Fig. 1: run 1, the clock network
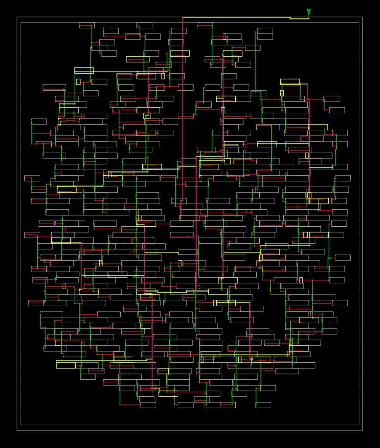
Fig. 2: run 1, cells by drive strength
(2 px per um)
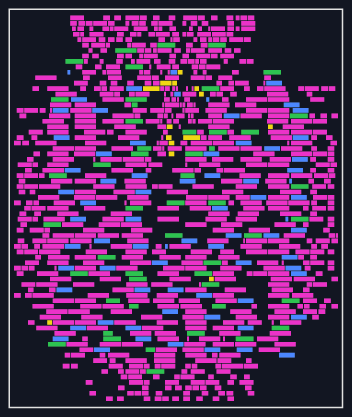
Fig. 3: run 1, sequential cells grouped by signal name
(2 px per um)
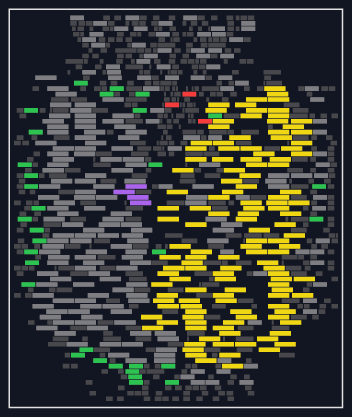
Design cross_bar_req_queue_flat, sky130hd; sources not shown.
==> impl_metrics.ini, run 1 <==
; flow metrics
[outcome]
status = completed

[floorplanning]
core_sq_um = 31360
die_x_um = 165.9
tap_cells = 401

[worst_setup_path]
crit_family = simple AND/OR/NAND/NOR gates
path_class = primary input to register
reg2reg_slack_ns = 2.10
critical_path_cell_count = 4
path_max_fanout = 40
startpoint_type = primary input

[cells_and_area]
buf_share_pct = 13.31
antenna_cells = 0
layout-drive-gt1-share_pct = 15.72
largest_cell_class = sequential cells
final_cell_mix = 260 x edfxtp_1, 203 x clkdlybuf4s50_1, 105 x dfxtp_1
seq_area_sq_um = 9957
inverters = 9

[grt]
gr-usage-met1_pct = 18.74
busiest_layer = met2
grt_pass1_vias = 6601
grt_pass1_wl_um = 38500

[detailed_routing]
via_per_inst = 4.950
wl_met2_um = 13360
wl_met1_um = 10120
drc = 0
drt-total-wl_um = 25020

[sta]
fin_crit_sh_pct = 62.97
rsz0062_at_grt = false
fmaxAchievable_ghz = 0.3386

[clock_network]
cts.path.max_buffers = 3
ctsRootBufferMaster = clkbuf_16

[place]
placement.io_buffers = 203

[pwr]
switching_power_uw = 1977
p_seq_share_pct = 48.7

[synth]
yosysWarnings = 0
edf_count = 260
area_leaders = edfxtp_1 61%, dfxtp_1 17%, mux4_2 11%
Notes on Fig. 1 above:
CTS buffer count: 36
clkbuf count: 52
CTS sink cnt: 367

Notes on Fig. 2 above:
yellow -> x3 and x4  # cells 14
green -> x6 and larger  # cells 49
magenta -> x1 and smaller  # cells 724
blue -> x2  # cells 72
Buffers, non-clock: 214
setup ws final: 1.737 ns
Finished Cell Area: 16350 sq um
area grow syn2layout: 28.45%

Notes on Fig. 3 above:
green -> u_core.bus.master_addr  # placed flops 32
yellow -> u_core.wdata_mem_q  # placed flops 128
purple -> u_core.cmd_mem_q  # placed flops 4
red -> u_core.bus.count  # placed flops 3
Seq group: 3920 uW
Seq/total area: 60.89%
Final Util: 52.15%

-- run 1: cells by family (layout without fill, tap and decap cells) --
group | after synthesis | count (layout) | share of synthesized area (%)
buf+inv | 43 | 289 | 2.064
mux | 65 | 65 | 11.50
xor+xnor | 5 | 5 | 0.3440
compound gates | 72 | 72 | 4.835
simple gates | 54 | 54 | 2.428
flops | 367 | 367 | 78.15
fa+ha+maj | 6 | 6 | 0.6487
other cells | 1 | 1 | 0.02946
-- run 1: power groups by stage --
stage          Sequential [uW]  Combinational, uW  Clock [uW]
2_1_floorplan             4150                604           0
3_3_place_gp              3990               1360           0
3_5_place_dp              3990               1380           0
4_1_cts                   3930               1380        2850
5_1_grt                   3960               1450        2980
6_report                  3920               1350        2770
--- run 2 (diff from run 1) ---
--- a/config.mk
+++ b/config.mk
@@ -11,7 +11,7 @@
 export CORE_MARGIN = 1.5
 export CORE_UTILIZATION = 40
 export DETAILED_ROUTE_END_ITERATION = 8
-export PLACE_DENSITY = 0.62
+export PLACE_DENSITY = 0.64
 export SLEW_MARGIN = 30
 export SYNTH_ARGS = -nofsm -noshare
 export SYNTH_HDL_FRONTEND = slang
==> constraint.sdc (replaced) <==
create_clock -name clk -period 2.42 [get_ports clk]
set_clock_uncertainty 0.2 [all_clocks]
set_input_delay 0.242 -clock clk [delete_from_list [all_inputs] [get_ports clk]]
set_output_delay 0.242 -clock clk [all_outputs]
set_load 0.02 [all_outputs]
==> run 2 against run 1 <==
Effect of this change: wire length is 1.4% higher; area after synthesis stayed put; critical path type is now register to register; global-route usage is 0.11 points higher; largest power group unchanged; synthesized cell count stayed put; sequential cell count stayed put; highest routed layer unchanged.
==> impl_metrics.ini, run 2 <==
; flow metrics
[outcome]
status = completed

[clock_network]
ctsRootBufferMaster = clkbuf_16
cts.path.max_buffers = 3
cts_sinks = 367

[worst_setup_path]
crit_family = adder cells
startpoint_type = register
reg2reg_slack_ns = 0.32
path_max_fanout = 8
critical_path_cell_count = 8
path_class = register to register
worstPathCellList = nor3b_1, inv_1, ha_1, inv_1, fa_1, xor2_1, or3_1, a21oi_1

[synth]
logic_family = multiplexers
ys_sh_adder_pct = 0.6486
edf_count = 260
yosysWarnings = 0
synthMuxAreaShare_pct = 11.50
synthAoiAreaFrac_pct = 4.835
ys_sh_xor_pct = 0.3440
synthSimpleGateAreaFrac_pct = 2.428

[cells_and_area]
sh_seq_area_pct = 59.80
buf_share_pct = 14.32
clkbuf_count = 54
largest_cell_class = sequential cells
n_all_buffers = 225
syn_to_final_growth_pct = 30.79
antenna_cells = 1
inverters = 9
final_cell_mix = 260 x edfxtp_1, 203 x clkdlybuf4s50_1, 105 x dfxtp_1
layout-drive-gt1-share_pct = 17.51

[floorplanning]
core_sq_um = 31360
die_x_um = 165.9
tap_cells = 401
floorplan.io_pins = 205
initCoreUtil_pct = 40.60

[place]
placement.io_buffers = 203

[sta]
fmaxAchievable_ghz = 0.4751
setup_ws_ns = 0.3153
slew_violations = 0
fin_crit_sh_pct = 86.97

[detailed_routing]
drc = 0
via_per_inst = 4.949
drtIter0Drc = 356

[grt]
grt_pass1_wl_um = 38760
grt_pass1_vias = 6712
## run 2: layer usage
| layer | routed length, um | GRT usage [%] |
|---|---|---|
| met1 | 10280 | 19.20 |
| met2 | 13300 | 27.08 |
| met3 | 1067 | 2.786 |
| met4 | 725 | 5.572 |
| met5 | 0 | 0 |
## run 2: through the flow
stage | cell area [sq um] | total power (uW)
after floorplan | 12740 | 9201
after global placement | 15420 | 10490
after detailed placement | 15420 | 10530
after CTS | 16650 | 16190
after global routing | 16650 | 16620
final | 16650 | 15970
## run 2: where the power goes
| group | internal [uW] | switching (uW) |
|---|---|---|
| clock network | 3370 | 2260 |
| logic | 1420 | 1380 |
| registers | 7270 | 271 |
| total | 12100 | 3910 |
Fig. 4: run 2, the clock network
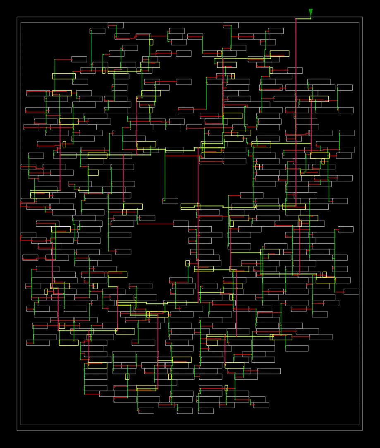
clk latency late pin: 0.51 ns
CTS buffer count: 38
clk pwr: 5630 uW
registers: 367

--- run 3 (diff from run 2) ---
--- a/config.mk
+++ b/config.mk
@@ -7,11 +7,12 @@
 export LEC_CHECK = 0
 export ABC_AREA = 0
 export CAP_MARGIN = 40
-export CORE_ASPECT_RATIO = 1.2
+export CORE_ASPECT_RATIO = 0.9
 export CORE_MARGIN = 1.5
 export CORE_UTILIZATION = 40
 export DETAILED_ROUTE_END_ITERATION = 8
 export PLACE_DENSITY = 0.64
+export REMOVE_ABC_BUFFERS = 1
 export SLEW_MARGIN = 30
 export SYNTH_ARGS = -nofsm -noshare
 export SYNTH_HDL_FRONTEND = slang
==> run 3 against run 2 <==
Effect of this change: via count is 0.63% higher; first-iteration DRC count is 7.9% higher; final cell count is 0.94% higher; area after synthesis stayed put; fmax is 0.57% higher; critical endpoint is now bus_in_ready; final area is 0.79% higher; sequential share of layout area is 0.47 points lower.
==> impl_metrics.ini, run 3 <==
; flow metrics
[outcome]
status = completed

[worst_setup_path]
path_max_fanout = 7
critical_path_cell_count = 3
reg2reg_slack_ns = 0.38
worstPathCellList = buf_4, inv_1, clkdlybuf4s50_1
crit_family = buffers and inverters
startpoint_type = register

[sta]
slew_violations = 0
setup_ws_ns = 0.3272

[pwr]
power_clock_uw = 5950
clkPwrFrac_pct = 36.5
largestPowerGroup = sequential cells
switching_power_uw = 3993
p_int_uw = 12310
total_power_uw = 16310
p_seq_share_pct = 46.4
p_sw_share_pct = 24.49
combPwrFrac_pct = 17.1

[cells_and_area]
final_area_sq_um = 16780
syn_to_final_growth_pct = 31.82
layout-drive-gt1-share_pct = 17.65

[floorplanning]
die_x_um = 191.1
initCoreUtil_pct = 40.88
floorplan.io_pins = 205
core_sq_um = 31140

[clock_network]
cts_sinks = 367
ctsRootBufferMaster = clkbuf_16
cts.path.max_buffers = 3
clock_latency_ns = 0.52

[synth]
edf_count = 260
yosysWarnings = 0

[detailed_routing]
drc = 0
via_per_inst = 4.934
wl_met1_um = 11430
routed-wl-met3_um = 2145
wl_met2_um = 12140
highest_layer = met4

[grt]
grt_pass1_wl_um = 39270
grt_util_met2_pct = 25.57
grt_pass1_vias = 6615
busiest_layer = met2
gr-usage-met1_pct = 21.45

[place]
postPlaceCellArea_sq_um = 15480
[run 3: cell counts after synthesis]
No cell type changed its count.
[run 3: cell type report]
type,instances,area share (%)
sequential,367,59.33
multi-input combinational,203,15.17
timing repair buffer,228,14.49
clock buffer,53,6.553
tap,409,3.049
clock inverter,18,1.185
inverter,9,0.2013
antenna,1,0.01491
[run 3: logic make-up after synthesis]
group / after synthesis / synth area share [%]
other: 1 / 0.02946
muxes: 65 / 11.50
AOI/OAI and AO/OA: 72 / 4.835
xor gates and xnor gates: 5 / 0.3440
adders and majority gates: 6 / 0.6487
DFF: 367 / 78.15
and+or+nand+nor: 54 / 2.428
buffers and inverters: 43 / 2.064
Fig. 5: run 3, sequential cells grouped by signal name
(2 px per um)
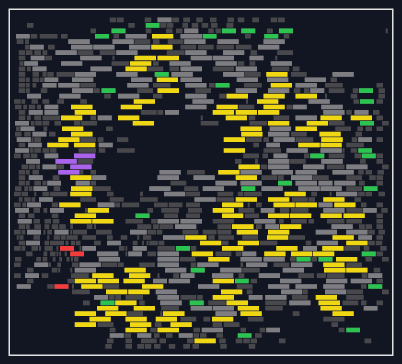
green -> u_core.bus.master_addr  # placed flops 32, where all over the die
yellow -> u_core.wdata_mem_q  # placed flops 128, where all over the die
red -> u_core.bus.count  # placed flops 3
purple -> u_core.cmd_mem_q  # placed flops 4, where middle left
not colored = 200
Seq/total area: 59.33%
Seq group: 7570 uW

Power and IR drop assume default switching activity.
